<file path="src/rtl/i2s_mic_rx_mc.sv">
// rtl/i2s_mic_rx_mc.sv - I2S stereo microphone receiver with FWFT sample FIFO (optional I2S_RX_OVF_CNT_EN overflow counter)
module i2s_mic_rx_mc #(
    parameter int CLK_DIV    = 16,
    parameter int SLOT_W     = 32,
    parameter int SAMPLE_W   = 24,
    parameter int FIFO_DEPTH = 8
) (
    input  logic                          clk,
    input  logic                          rst_n,
    input  logic                          enable,
    output logic                          sck,
    output logic                          ws,
    input  logic                          sd,
    output logic [SAMPLE_W-1:0]           m_data,
    output logic                          m_chan,
    output logic                          m_valid,
    input  logic                          m_ready,
    output logic [$clog2(FIFO_DEPTH):0]   fifo_level,
    output logic                          ovf
`ifdef I2S_RX_OVF_CNT_EN
    ,
    output logic [15:0]                   ovf_cnt
`endif
);

    localparam int DW  = $clog2(CLK_DIV);
    localparam int SBW = $clog2(SLOT_W);
    localparam int BW  = SBW + 1;
    localparam int AW  = $clog2(FIFO_DEPTH);
    localparam int LW  = AW + 1;

    localparam logic [DW-1:0]  DIV_LAST = DW'(CLK_DIV - 1);
    localparam logic [DW-1:0]  DIV_HALF = DW'(CLK_DIV / 2);
    localparam logic [DW-1:0]  DIV_SAMP = DW'(CLK_DIV / 2 - 1);
    localparam logic [SBW-1:0] LAST_BIT = SBW'(SAMPLE_W);
    localparam logic [LW-1:0]  FULL_LVL = LW'(FIFO_DEPTH);

    logic [DW-1:0]       div_cnt;
    logic [DW-1:0]       div_next;
    logic [BW-1:0]       bit_cnt;
    logic [BW-1:0]       bit_next;
    logic [SBW-1:0]      slot_bit;
    logic                div_wrap;
    logic                samp_edge;

    logic [SAMPLE_W-1:0] shreg;
    logic                push_pend;
    logic                push_chan;

    logic [SAMPLE_W:0]   mem [FIFO_DEPTH];
    logic [LW-1:0]       wr_ptr;
    logic [LW-1:0]       rd_ptr;
    logic                full;
    logic                pop;
    logic                do_push;

    assign div_wrap  = enable && (div_cnt == DIV_LAST);
    assign samp_edge = enable && (div_cnt == DIV_SAMP);
    assign div_next  = div_wrap ? '0 : div_cnt + 1'b1;
    assign bit_next  = bit_cnt + 1'b1;
    assign slot_bit  = bit_cnt[SBW-1:0];

    // Clock divider; sck is registered from the next count so the pin never glitches
    always_ff @(posedge clk) begin
        if (!rst_n || !enable) begin
            div_cnt <= '0;
            sck     <= 1'b0;
        end else begin
            div_cnt <= div_next;
            sck     <= (div_next >= DIV_HALF);
        end
    end

    // Frame bit counter and word select, both advancing on SCK falling
    always_ff @(posedge clk) begin
        if (!rst_n || !enable) begin
            bit_cnt <= '0;
            ws      <= 1'b0;
        end else if (div_wrap) begin
            bit_cnt <= bit_next;
            ws      <= bit_next[SBW];
        end
    end

    // Shift in sample bits on SCK rising; flag a push once the last sample bit is in
    always_ff @(posedge clk) begin
        if (!rst_n) begin
            shreg     <= '0;
            push_pend <= 1'b0;
            push_chan <= 1'b0;
        end else begin
            push_pend <= 1'b0;
            if (samp_edge && (slot_bit != '0) && (slot_bit <= LAST_BIT)) begin
                shreg <= SAMPLE_W'({shreg, sd});
            end
            if (samp_edge && (slot_bit == LAST_BIT)) begin
                push_pend <= 1'b1;
                push_chan <= bit_cnt[SBW];
            end
        end
    end

    assign fifo_level = wr_ptr - rd_ptr;
    assign full       = (fifo_level == FULL_LVL);
    assign m_valid    = (fifo_level != '0);
    assign pop        = m_valid && m_ready;
    assign do_push    = push_pend && (!full || pop);
    assign {m_chan, m_data} = mem[rd_ptr[AW-1:0]];

    // Sample storage; contents need no reset because the pointers gate visibility
    always_ff @(posedge clk) begin
        if (do_push) begin
            mem[wr_ptr[AW-1:0]] <= {push_chan, shreg};
        end
    end

    // FIFO pointers and overflow pulse; a pop while full makes room for a same-cycle push
    always_ff @(posedge clk) begin
        if (!rst_n) begin
            wr_ptr <= '0;
            rd_ptr <= '0;
            ovf    <= 1'b0;
        end else begin
            if (do_push) begin
                wr_ptr <= wr_ptr + 1'b1;
            end
            if (pop) begin
                rd_ptr <= rd_ptr + 1'b1;
            end
            ovf <= push_pend && full && !pop;
        end
    end

`ifdef I2S_RX_OVF_CNT_EN
    // Saturating count of dropped samples, cleared only by reset
    always_ff @(posedge clk) begin
        if (!rst_n) begin
            ovf_cnt <= '0;
        end else if (ovf && (ovf_cnt != 16'hFFFF)) begin
            ovf_cnt <= ovf_cnt + 16'd1;
        end
    end
`endif

endmodule

</file>
<file path="config.mk">
export PLATFORM = sky130hd
export DESIGN_NAME = i2s_mic_rx_mc
export DESIGN_NICKNAME = d
export VERILOG_FILES = /design/src/rtl/i2s_mic_rx_mc.sv
export SDC_FILE = /design/constraint.sdc
export NUM_CORES = 1
export LEC_CHECK = 0
export CAP_MARGIN = 20
export CORE_MARGIN = 3
export CORE_UTILIZATION = 55
export CTS_CLUSTER_DIAMETER = 30
export DETAILED_ROUTE_END_ITERATION = 8
export PLACE_DENSITY = 0.71
export SETUP_SLACK_MARGIN = 0.05
export SYNTH_ARGS = -nofsm -noshare
export SYNTH_HDL_FRONTEND = slang
export SYNTH_SLANG_ARGS = --single-unit
</file>
<file path="constraint.sdc">
create_clock -name clk -period 5.4 [get_ports clk]
set_input_delay 1.62 -clock clk [delete_from_list [all_inputs] [get_ports clk]]
set_output_delay 1.62 -clock clk [all_outputs]
set_load 0.02 [all_outputs]
</file>
==> flow_summary_export.csv <==
group,metric,value,unit
global_route,grt_pass1_wl,29400,µm
clock_tree,clockRootBuffer,"clkbuf_16",
worst_setup_path,crit_path_start,"wr_ptr[2]",
final_layout,lay_top_cells,"200 x edfxtp_1, 50 x mux4_2, 46 x dfxtp_1",
final_layout,final_cell_count_no_fill,850,
yosys,async_flop_share,0,
die,tap_cells,220,
yosys,synth-area-yosys,9730,µm²
clock_tree,clk_path_buf_depth,3,
clock_tree,cts.sinks,249,
global_route,grt_start_max_net_pins,51,
timing,fin_crit_sh,0.837,
status,status,"finished, final reports clean",
timing,relSlewSlack,0.441,
power_and_ir_drop,comb_power_share,0.164,
final_layout,antenna_cells,0,
timing,rsz0062_at_grt,"no",
power_and_ir_drop,power_leader,"the clock network",
final_layout,layout.nets,614,
clock_tree,numCtsBuffers,40,
worst_setup_path,start_kind,"flop",
clock_tree,postCtsHoldBufs,0,
timing,fin_tns_setup,0,ns
power_and_ir_drop,p_int,0.00422,W
timing,finalCriticalPeriod,4.52,ns
detailed_routing,drcViolationCount,0,
die,fp_util,0.574,
global_route,grt.met1_usage,0.265,
power_and_ir_drop,power_density,469,nW/µm²
place,post-place-ws,1.29,ns
detailed_routing,dr_wl_met2,9360,µm
die,core_area,16900,µm²
worst_setup_path,r2r-start,"wr_ptr[0]",
timing,hold_viol,0,
worst_setup_path,crit_required,3.78,ns
final_layout,clock_cell_area_share,0.114,
yosys,netlist.area_leader.share,0.618,
clock_tree,cts_resized,0,
power_and_ir_drop,powerSeq,0.00212,W
final_layout,final_core_util,0.696,
yosys,flop_cell,"edfxtp_1",
yosys,synth_seq_share,0.718,
final_layout,sh_comb_area,0.221,
final_layout,buffers,52,
final_layout,nonClkBufAreaFrac,0.0448,
global_route,grt_util_met3,0.0414,
timing,worst_slew_pin_slew,0.838,ns
yosys,yosysTopAreaCell,"edfxtp_1",
yosys,synth_dominant_cell_count,"edfxtp_1",
yosys,ys_ff,249,
yosys,ys_top_cells_by_count,"200 x edfxtp_1, 50 x mux4_2, 49 x dfxtp_1, 34 x nor2_1, 29 x mux2i_1",
detailed_routing,drtIter0Drc,362,
job,drv_cap,0,
detailed_routing,wl_met3,792,µm
final_layout,layout_top_cell,"edfxtp_1",
final_layout,logic_area,2610,µm²
detailed_routing,ant_nets,0,
worst_hold_path,hp-class,"reg2reg",
place,dp_hpwl,9450,µm
final_layout,fin_area,11800,µm²
die,die-area,19300,µm²
final_layout,area_delta_synth_final,21.2,%
power_and_ir_drop,seqPwrFrac,0.382,
worst_hold_path,min_from,"div_cnt[0]",
global_route,antenna_found_initial,0,
worst_setup_path,critPathCaptureType,"output port",
global_route,grt.busiest_layer,"met2",
clock_tree,path_clk_slew,0.05,ns
detailed_routing,firstDrtPassIters,4,
worst_setup_path,rr_worst_depth,9,
yosys,avgSynthCellArea,18.3,µm²
final_layout,clkbuf_count,49,
clock_tree,cts_tree,"yes",
power_and_ir_drop,p_comb,0.000908,W
die,die.size.y,139,µm
worst_setup_path,path_max_fanout,13,
yosys,synth_cell_types,44,
final_layout,comb_cells,246,
final_layout,dominant_cells,"flip-flops and latches",
clock_tree,clk_latency,0.50,ns
yosys,ys_cells,532,
die,die_w,139,µm
worst_setup_path,r2r_end,"mem[6][10]",
clock_tree,post_cts_buffers,0,
final_layout,flop_area,6990,µm²
timing,timing.fmax,221,MHz
power_and_ir_drop,p_total,0.00553,W
place,placed_area,10400,µm²
place,place_congestion,0.841,
-- cells by family after synthesis --
group,share of synthesized area
fa+ha+maj,0.0124
mux,0.175
compound gates,0.0188
simple gates,0.0520
buf+inv,0.0176
xor+xnor,0.00630
flops,0.718
-- critical path: stages (launching register included) --
cell	delay [ns]
dfxtp_1	0.48
ha_1	0.35
and3b_1	0.22
or3_1	0.58
nand3_1	0.17
clkdlybuf4s50_1	0.61
-- sequential cells by signal (all words and copies together) (netlist names), named ones only --
signal     flops
shreg         24
ws             1
ovf            1
push_pend      1
sck            1
mem          200
bit_cnt        5
rd_ptr         4
div_cnt        4
wr_ptr         4
push_chan      1
**Selected gate families**

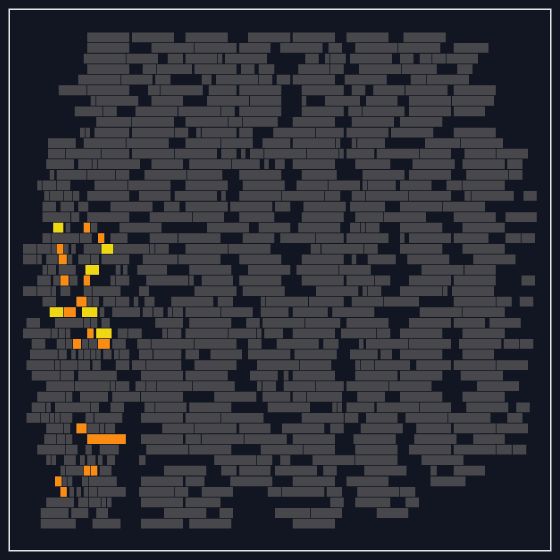
AND-OR and OR-AND gates: in yellow, cells 6, where left middle. inverting AOI/OAI gates: in orange, cells 17, most used a21oi_1.

**Clock routing**

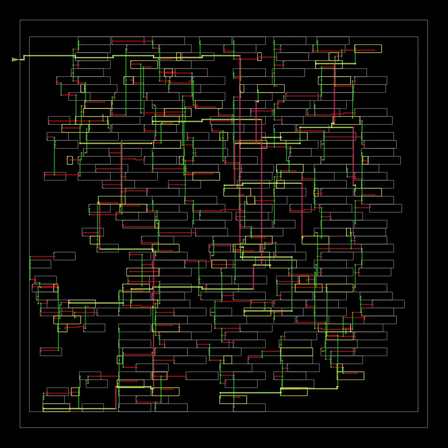
Clock Skew: 0.0109 ns
Flops: 249
P_clk: 0.00251 W

**Wires at chosen ports, followed through buffers**

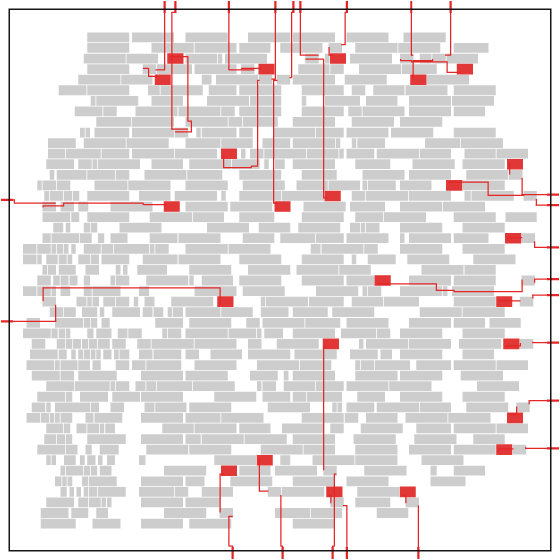
m_data: in red, bits 24, direction output, edge 9 top, 8 right, 5 bottom, 2 left, end cells 24, buffers 24, wire 719 µm.
Port-buffer cells: 37
Ports: 38

**Routed metal, one colour a layer**

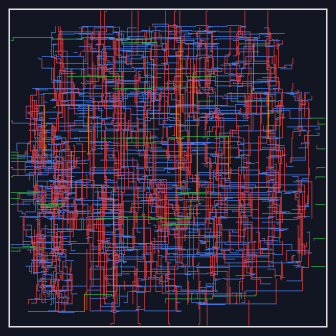
metal 3: in green, wire length 792 µm. metal 1: in blue, wire length 7780 µm. metal 4: in orange, wire length 341 µm. metal 2: in red, wire length 9360 µm.
Via Count: 4967
total track usage: 0.195
final WL: 18300 µm
DR WL/cell: 21.5 µm

Power is estimated from default activity; no workload was simulated.
